File: config.mk
export PLATFORM = sky130hd
export DESIGN_NAME = button_event
export DESIGN_NICKNAME = d
export VERILOG_FILES = /design/src/rtl/button_event.sv
export SDC_FILE = /design/constraint.sdc
export NUM_CORES = 1
export LEC_CHECK = 0
export ABC_AREA = 1
export CAP_MARGIN = 20
export CORE_UTILIZATION = 50
export DETAILED_ROUTE_END_ITERATION = 8
export GPL_TIMING_DRIVEN = 0
export HOLD_SLACK_MARGIN = 0.15
export PLACE_DENSITY = 0.7
export SLEW_MARGIN = 20
export SYNTH_ARGS = -nofsm -noshare
export SYNTH_HDL_FRONTEND = slang
export SYNTH_SLANG_ARGS = --single-unit
File: constraint.sdc
create_clock -name clk -period 1.61 [get_ports clk]
set_clock_uncertainty 0.2 [all_clocks]
set_input_delay 0.2415 -clock clk [delete_from_list [all_inputs] [get_ports clk]]
set_output_delay 0.2415 -clock clk [all_outputs]
set_load 0.02 [all_outputs]
File: src/rtl/button_event.sv
// Decodes a debounced, synchronous button level into single-cycle gesture events:
// press, release, click, double-click, long-press and auto-repeat.
module button_event #(
    parameter bit          ACTIVE_HIGH   = 1'b1,
    parameter int unsigned CNT_W         = 32,
    parameter int unsigned LONG_CYCLES   = 25000000,
    parameter int unsigned DCLICK_CYCLES = 12500000,
    parameter int unsigned REPEAT_CYCLES = 5000000
) (
    input  logic clk,
    input  logic rstn,
    input  logic btn_level,
    output logic press_pulse,
    output logic release_pulse,
    output logic click_pulse,
    output logic dclick_pulse,
    output logic long_pulse,
    output logic repeat_pulse,
    output logic btn_held
);

    typedef enum logic [2:0] {
        StIdle,
        StPress1,
        StWait2,
        StPress2,
        StLong
    } state_e;

    localparam logic [CNT_W-1:0] LongLast   = CNT_W'(LONG_CYCLES - 1);
    localparam logic [CNT_W-1:0] DclickLast = CNT_W'(DCLICK_CYCLES - 1);
    localparam logic [CNT_W-1:0] RepLast    = CNT_W'(REPEAT_CYCLES - 1);

    state_e           state_q;
    logic [CNT_W-1:0] cnt_q;
    logic             btn_q;
    logic             pressed;
    logic             rise;
    logic             fall;

    assign pressed  = ACTIVE_HIGH ? btn_level : ~btn_level;
    assign rise     = pressed & ~btn_q;
    assign fall     = ~pressed & btn_q;
    assign btn_held = btn_q;

    // Edges are tested before timeouts so an edge always wins a same-cycle tie.
    always_ff @(posedge clk or negedge rstn) begin
        if (!rstn) begin
            state_q       <= StIdle;
            cnt_q         <= '0;
            btn_q         <= 1'b0;
            press_pulse   <= 1'b0;
            release_pulse <= 1'b0;
            click_pulse   <= 1'b0;
            dclick_pulse  <= 1'b0;
            long_pulse    <= 1'b0;
            repeat_pulse  <= 1'b0;
        end else begin
            btn_q         <= pressed;
            press_pulse   <= rise;
            release_pulse <= fall;
            click_pulse   <= 1'b0;
            dclick_pulse  <= 1'b0;
            long_pulse    <= 1'b0;
            repeat_pulse  <= 1'b0;
            cnt_q         <= cnt_q + 1'b1;
            unique case (state_q)
                StIdle: begin
                    cnt_q <= '0;
                    if (rise) begin
                        state_q <= StPress1;
                    end
                end
                StPress1: begin
                    if (fall) begin
                        state_q <= StWait2;
                        cnt_q   <= '0;
                    end else if (cnt_q == LongLast) begin
                        long_pulse <= 1'b1;
                        state_q    <= StLong;
                        cnt_q      <= '0;
                    end
                end
                StWait2: begin
                    if (rise) begin
                        state_q <= StPress2;
                        cnt_q   <= '0;
                    end else if (cnt_q == DclickLast) begin
                        click_pulse <= 1'b1;
                        state_q     <= StIdle;
                        cnt_q       <= '0;
                    end
                end
                StPress2: begin
                    if (fall) begin
                        dclick_pulse <= 1'b1;
                        state_q      <= StIdle;
                        cnt_q        <= '0;
                    end else if (cnt_q == LongLast) begin
                        long_pulse <= 1'b1;
                        state_q    <= StLong;
                        cnt_q      <= '0;
                    end
                end
                StLong: begin
                    if (fall) begin
                        state_q <= StIdle;
                        cnt_q   <= '0;
                    end else if (cnt_q == RepLast) begin
                        repeat_pulse <= 1'b1;
                        cnt_q        <= '0;
                    end
                end
                default: begin
                    state_q <= StIdle;
                    cnt_q   <= '0;
                end
            endcase
        end
    end

endmodule

==> run_1/power_grid.png <==
Scale bar: 20 um. Pins as bars on the die edge.
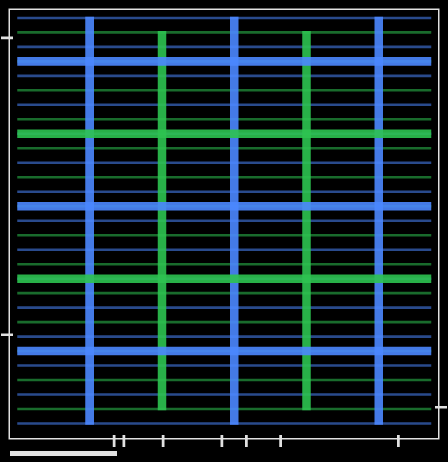
[blue] VSS
[green] VDD
met4 straps: 5
met5 straps: 5

==> run_1/placement_by_type.png <==
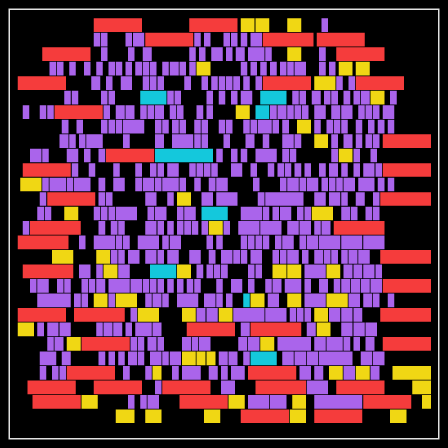
[cyan] clock drivers and dummy loads | cells: 8 | share of their area: 2.8%
[purple] combinational and other logic | cells: 454 | share of their area: 58%
[red] sequential cells | cells: 42 | share of their area: 27%
[yellow] remaining buffers and delay cells | cells: 55 | share of their area: 12%
final core utilization: 67.4%
core footprint: 5920 um2
final instance area: 3990 um2
FP Rows: 28
flop share of the area: 26.7%

==> run_1/congestion.png <==
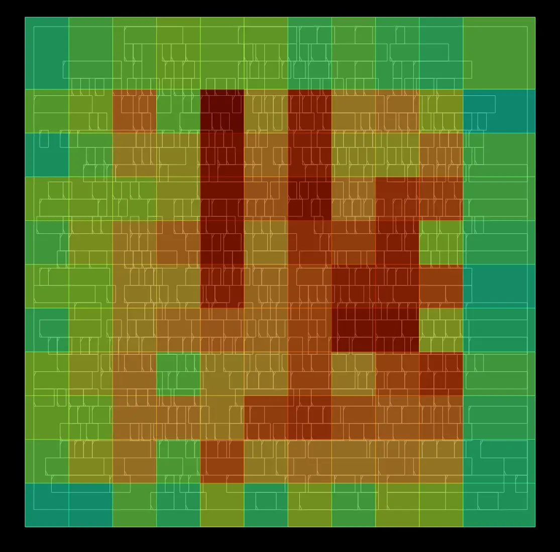
routed wire length per instance: 13.7 um
GRT met3 Usage: 4.77%
met1 usage: 41.0%
met2 GRT Util: 43.9%
Tot GR Track Use: 28.9%

==> run_1/io_fan.png <==
Scale bar: 20 um.
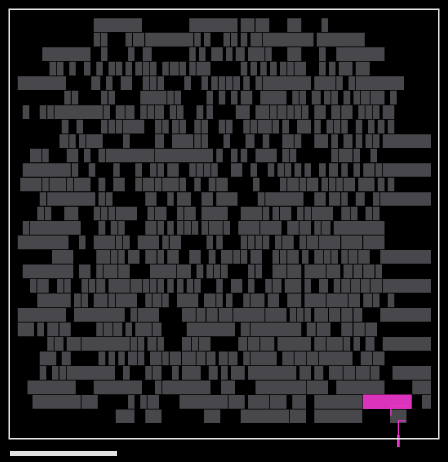
[magenta] release_pulse | bits: 1 | direction: output | edge: bottom | end cells: 1 | buffers: 1 | wire: 9.60 um
port bufs: 9
Top Ports: 10

==> run_results.csv, run 1 <==
group,metric,value,unit
power,leakage,2.05,nW
cts,cts-hold-fix-buffers,1,
setup_path,path_class,"flop to flop",
status,outcome,"complete, but fails checks",
logic_synthesis,postSynthSeqShare,34.2,%
drt,dr_wl_met2,3.78,mm
final_layout,fin_cells,634,
logic_synthesis,ys_top_cells_by_count,"158 x nand2_1, 93 x nor2_1, 76 x inv_1",
logic_synthesis,top_area_cell,"dfrtp_1",
power,p_clk_share,30.2,%
final_layout,nNonClkBuffers,55,
setup_path,cpPeakStageDelay,0.45,ns
setup_path,arrival,1.81,ns
timing,hold_viol,0,
final_layout,comb_cells,364,
setup_path,crit_path_start_kind,"flop",
power,p_int,1.88,mW
global_route,antenna_found_initial,0,
logic_synthesis,synth_adder_area_share,0.407,%
final_layout,flop_area,1060,um2
setup_path,crit_family,"simple AND/OR/NAND/NOR gates",
global_route,grt_max_degree,27,
logic_synthesis,synth-simple-area-share,48.4,%
hold_path,hold_class,"input port to asynchronous set/reset pin",
drt,drt_iter0_drc,209,
setup_path,r2r_setup_slack,-0.20,ns
logic_synthesis,ys_area,3070,um2
logic_synthesis,synthAoiAreaFrac,2.12,%
logic_synthesis,edf_count,0,
setup_path,endpoint_kind,"flop",
logic_synthesis,ys_top_logic_family,"simple AND/OR/NAND/NOR gates",
logic_synthesis,synthCells,502,
timing,whs,0.182,ns
final_layout,num-nonclk-inverters,90,
setup_path,crit_chain,"nand2_2, nor2_4, nand2_8, nor2_1, nand2_1, nand2_2, nand3_4, buf_6, nand2_1, inv_1",
placement,place_hpwl,6.26,mm
final_layout,comb_area_share,48.1,%
power,pg_clk,0.853,mW
logic_synthesis,most_common_cell,"nand2_1",
setup_path,endpoint,"cnt_q[27]$_DFF_PN0_",
power,power_leader,"sequential cells",
cts,clk_pin_slew_worst_paths,0.09,ns
final_layout,final_cell_mix,"134 x nand2_1, 69 x nor2_1, 61 x inv_1, 38 x nand3_1, 36 x nand2_2",
power,power.density,709,nW/um2
setup_path,crit_start,"cnt_q[5]$_DFF_PN0_",
timing,fin_crit_sh,112,%
logic_synthesis,yosysUniqueCellTypes,27,
timing,drv_slew,0,
logic_synthesis,syn_nets,506,
floorplan,taps,75,
final_layout,clock_buffers,6,
final_layout,nets,562,
final_layout,largest_register_ffs,32,
drt,drt-vias-per-instance,5.17,
placement,post-place-ws,-0.528,ns
power,pwr-share-seq,41.3,%
timing,min_period,1.81,ns
global_route,grt_pass1_vias,3028,
final_layout,fill_cells,534,
setup_path,cp.buffers_inverters,2,
final_layout,layout-drive-gt1-share,30.9,%
power,power_frac_comb,28.5,%
final_layout,dominant_cells,"multi-input combinational cells",
logic_synthesis,syn_area_per_cell,6.12,um2
global_route,busiest_layer,"met2",
final_layout,area_delta_synth_final,29.9,%
logic_synthesis,yosys-stat-cells,502,
drt,maxUsedRoutingLayer,"met4",
placement,dpl.cell_count,587,
power,switchingPower,0.946,mW
cts,cts_setup_buffers,26,
setup_path,path_max_fanout,10,
logic_synthesis,synthFlopType,"dfrtp_1",
status,violations,"negative setup slack",
final_layout,num_antenna_cells,0,
cts,cts_tree,"built",
setup_path,r2r_cells,10,
power,ir_worst_vdd,0.581,mV
cts,clk_latency,0.31,ns
drt,wl_met3,541,um
timing,tns,-4.78,ns
power,power.total,2.83,mW
drt,dr.pass1.iters,5,
logic_synthesis,top_cells_by_area,"dfrtp_1 34%, nand2_1 19%, nor2_1 11%, inv_1 9.3%, nand3_1 6.2%",
timing,tightest_slew,0.410,ns
setup_path,slowest_stage,"dfrtp_2",
final_layout,flops,42,
timing,fin_ws,-0.199,ns
setup_path,cp.depth,10,
logic_synthesis,ys_ff,42,
logic_synthesis,yosys_warnings,0,
timing,max_freq,553,MHz
global_route,grt_overflow,0,
floorplan,initial_core_util,51.9,%
drt,drc,0,
placement,gp_congestion,0.933,
logic_synthesis,async_flop_share,100,%
power,seq-power,1.17,mW
floorplan,dieArea,6460,um2
logic_synthesis,synth-xor-area-share,2.57,%
timing,setup_viol,32,
cts,cts_made_buffers,5,
final_layout,logic_area,1920,um2
final_layout,top_register,"cnt_q",
power,comb_power,0.805,mW
cts,cts_resized,71,
floorplan,fp.dieW,80.4,um
setup_path,r2r_start,"cnt_q[5]$_DFF_PN0_",
cts,cts.sinks,42,
final_layout,reg_top3,"cnt_q x32, state_q x3",
logic_synthesis,ys_sh_mux,0,%
global_route,grt_pass1_wl,14.2,mm
drt,wl_met1,4.14,mm
final_layout,final_common_cell,"nand2_1",
run,warnings,29,
setup_path,critical_path_required,1.61,ns
power,p_sw_share,33.5,%
final_layout,buf_share,11.4,%
logic_synthesis,syn_area,3070,um2
timing,max_slew_margin,72.7,%
drt,vias,3279,
placement,place_area,3280,um2
final_layout,final-clk-cell-share,2.76,%
floorplan,die_h,80.4,um
cts,cts_root_buf,"clkbuf_8",
timing,rsz0062_at_grt,"true",
cts,cts-htree-levels,2,
drt,ant_nets,0,
drt,wirelength,8.71,mm
run,maxCapViolations,0,
logic_synthesis,yosys.area.top_type_share,34.2,%
cts,clock_path_buffers,2,
setup_path,timing.rr.end,"cnt_q[27]$_DFF_PN0_",
==> run 2: changes to the inputs <==
--- a/config.mk
+++ b/config.mk
@@ -7,11 +7,11 @@
 export LEC_CHECK = 0
 export ABC_AREA = 1
 export CAP_MARGIN = 20
-export CORE_UTILIZATION = 50
+export CORE_UTILIZATION = 56
 export DETAILED_ROUTE_END_ITERATION = 8
 export GPL_TIMING_DRIVEN = 0
 export HOLD_SLACK_MARGIN = 0.15
-export PLACE_DENSITY = 0.7
+export PLACE_DENSITY = 0.77
 export SLEW_MARGIN = 20
 export SYNTH_ARGS = -nofsm -noshare
 export SYNTH_HDL_FRONTEND = slang
==> run_2/io_fan.png <==
Scale bar: 20 um.
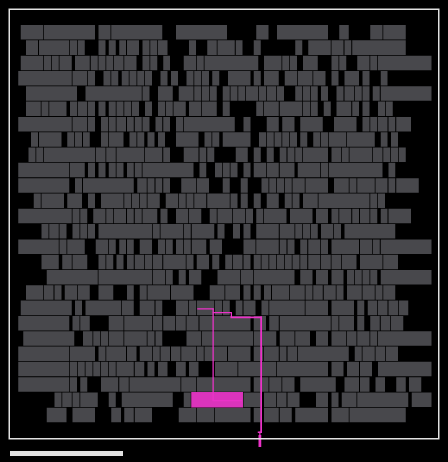
[magenta] release_pulse | bits: 1 | direction: output | edge: bottom | end cells: 1 | buffers: 1 | wire: 54.8 um

==> run_2/power_grid.png <==
Scale bar: 20 um. Pins as bars on the die edge.
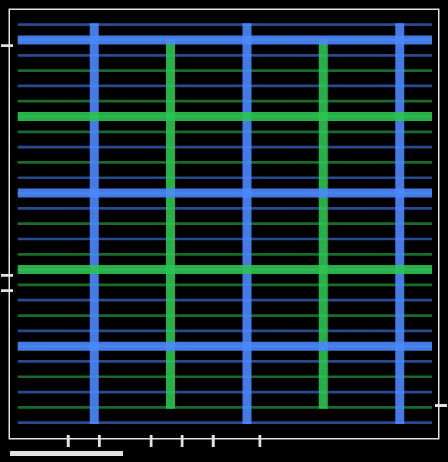
[blue] VSS
[green] VDD
met5 straps: 5
signal pins: 10
met1 rails: 27
core footprint: 5200 um2
Die Ht: 76.0 um
die width: 76.0 um
Peak VDD IR: 0.841 mV

==> run_results.csv, run 2 <==
group,metric,value,unit
status,outcome,"complete, but fails checks",
status,violations,"negative setup slack",
cts,cts_setup_buffers,32,
logic_synthesis,async_flop_share,100,%
setup_path,crit_path_start_kind,"flop",
timing,setup_viol,33,
setup_path,cp.depth,11,
logic_synthesis,yosys_warnings,0,
logic_synthesis,most_common_cell,"nand2_1",
setup_path,path_max_fanout,5,
drt,wl_met1,4.28,mm
timing,whs,0.207,ns
cts,cts_resized,76,
power,switchingPower,1.14,mW
drt,drt-vias-per-instance,5.64,
setup_path,crit_family,"simple AND/OR/NAND/NOR gates",
run,maxCapViolations,0,
cts,cts-hold-fix-buffers,1,
logic_synthesis,ys_top_logic_family,"simple AND/OR/NAND/NOR gates",
global_route,busiest_layer,"met2",
global_route,grt_pass1_wl,15.6,mm
power,power_frac_comb,39.0,%
global_route,global_route.usage.met3,6.95,%
floorplan,fp-row-count,26,
placement,place_area,3280,um2
drt,ant_nets,0,
logic_synthesis,yosys.area.top_type_share,34.2,%
power,power_leader,"combinational cells",
final_layout,final_cell_mix,"125 x nand2_1, 61 x nor2_1, 50 x inv_1, 47 x buf_4, 37 x inv_2",
logic_synthesis,ys_ff,42,
setup_path,cp.buffers_inverters,3,
final_layout,fin_cells,645,
power,comb_power,1.20,mW
placement,dpl.cell_count,582,
timing,drv_slew,0,
final_layout,nets,578,
logic_synthesis,syn_area_per_cell,6.12,um2
logic_synthesis,ys_area,3070,um2
final_layout,stdcell_area,4270,um2
logic_synthesis,yosys-stat-cells,502,
setup_path,path_class,"flop to flop",
global_route,grt_overflow,0,
final_layout,logic_area,2050,um2
drt,drt_iter0_drc,439,
final_layout,flop_area,1070,um2
setup_path,endpoint,"cnt_q[18]$_DFF_PN0_",
logic_synthesis,syn_nets,506,
logic_synthesis,edf_count,0,
floorplan,initial_core_util,59.0,%
logic_synthesis,ys_top_cells_by_count,"158 x nand2_1, 93 x nor2_1, 76 x inv_1",
final_layout,layout-drive-gt1-share,38.4,%
power,p_int,1.94,mW
global_route,antenna_found_initial,0,
timing,tns,-8.36,ns
drt,wl_per_cell,15.7,um
power,power.total,3.08,mW
final_layout,final_util,82.0,%
timing,min_period,1.97,ns
setup_path,crit_chain,"inv_1, nand2_1, nor2_1, nand2_1, nor2_1, nand2_1, nand2_2, nand3_4, buf_8, nand2_4, inv_2",
timing,hold_viol,0,
logic_synthesis,synth-simple-area-share,48.4,%
placement,gp_congestion,0.944,
drt,maxUsedRoutingLayer,"met4",
setup_path,timing.rr.end,"cnt_q[18]$_DFF_PN0_",
drt,wirelength,10.1,mm
timing,fin_crit_sh,122,%
global_route,grt_pass1_vias,3400,
setup_path,r2r_setup_slack,-0.36,ns
setup_path,arrival,1.97,ns
power,pwr-share-seq,38.1,%
logic_synthesis,syn_area,3070,um2
final_layout,comb_cells,364,
power,leakage,2.29,nW
power,p_clk_share,22.9,%
setup_path,slowest_stage,"dfrtp_1",
final_layout,clock_buffers,6,
floorplan,dieArea,5780,um2
power,seq-power,1.17,mW
drt,drc,0,
drt,dr.pass1.iters,5,
cts,clock_path_buffers,2,
placement,post-place-ws,-0.560,ns
timing,max_freq,509,MHz
power,p_sw_share,37.1,%
global_route,grt_max_degree,24,
logic_synthesis,synth-xor-area-share,2.57,%
logic_synthesis,postSynthSeqShare,34.2,%
final_layout,dominant_cells,"multi-input combinational cells",
logic_synthesis,ys_sh_mux,0,%
cts,cts-htree-levels,2,
global_route,grt_use_met1,46.3,%
final_layout,reg_top3,"cnt_q x32, state_q x3",
logic_synthesis,top_cells_by_area,"dfrtp_1 34%, nand2_1 19%, nor2_1 11%, inv_1 9.3%, nand3_1 6.2%",
cts,clk_latency,0.31,ns
timing,fin_ws,-0.356,ns
cts,cts_root_buf,"clkbuf_8",
final_layout,flops,42,
global_route,grt_use_total,34.4,%
logic_synthesis,top_area_cell,"dfrtp_1",
drt,vias,3640,
final_layout,num_antenna_cells,0,
logic_synthesis,synth_adder_area_share,0.407,%
final_layout,seq_share,25.0,%
hold_path,hold_class,"input port to flop",
final_layout,comb_area_share,48.0,%
final_layout,largest_register_ffs,32,
setup_path,critical_path_required,1.62,ns
power,pg_clk,0.707,mW
drt,wl_met3,943,um
setup_path,cpPeakStageDelay,0.43,ns
logic_synthesis,synthCells,502,
setup_path,endpoint_kind,"flop",
final_layout,area_delta_synth_final,39.0,%
final_layout,buf_share,14.8,%
final_layout,top_register,"cnt_q",
cts,clk_pin_slew_worst_paths,0.08,ns
run,warnings,29,
drt,dr_wl_met2,4.62,mm
cts,cts.sinks,42,
logic_synthesis,synthFlopType,"dfrtp_1",
setup_path,r2r_start,"cnt_q[6]$_DFF_PN0_",
timing,rsz0062_at_grt,"true",
cts,cts_tree,"built",
placement,place_hpwl,6.35,mm
setup_path,r2r_cells,11,
final_layout,final-clk-cell-share,2.02,%
floorplan,taps,70,
cts,cts_made_buffers,5,
==> run_2/placement_by_type.png <==
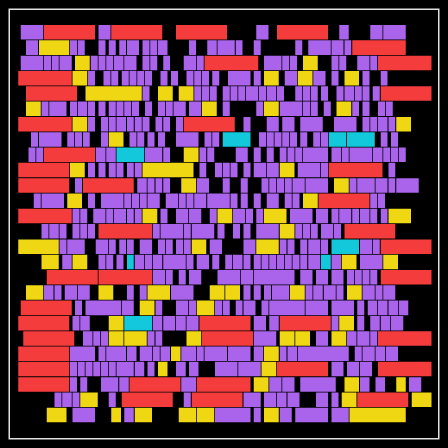
[cyan] clock drivers and dummy loads | cells: 8 | share of their area: 2.1%
[purple] combinational and other logic | cells: 454 | share of their area: 57%
[yellow] remaining buffers and delay cells | cells: 71 | share of their area: 15%
[red] sequential cells | cells: 42 | share of their area: 26%

Power and IR drop assume default switching activity.
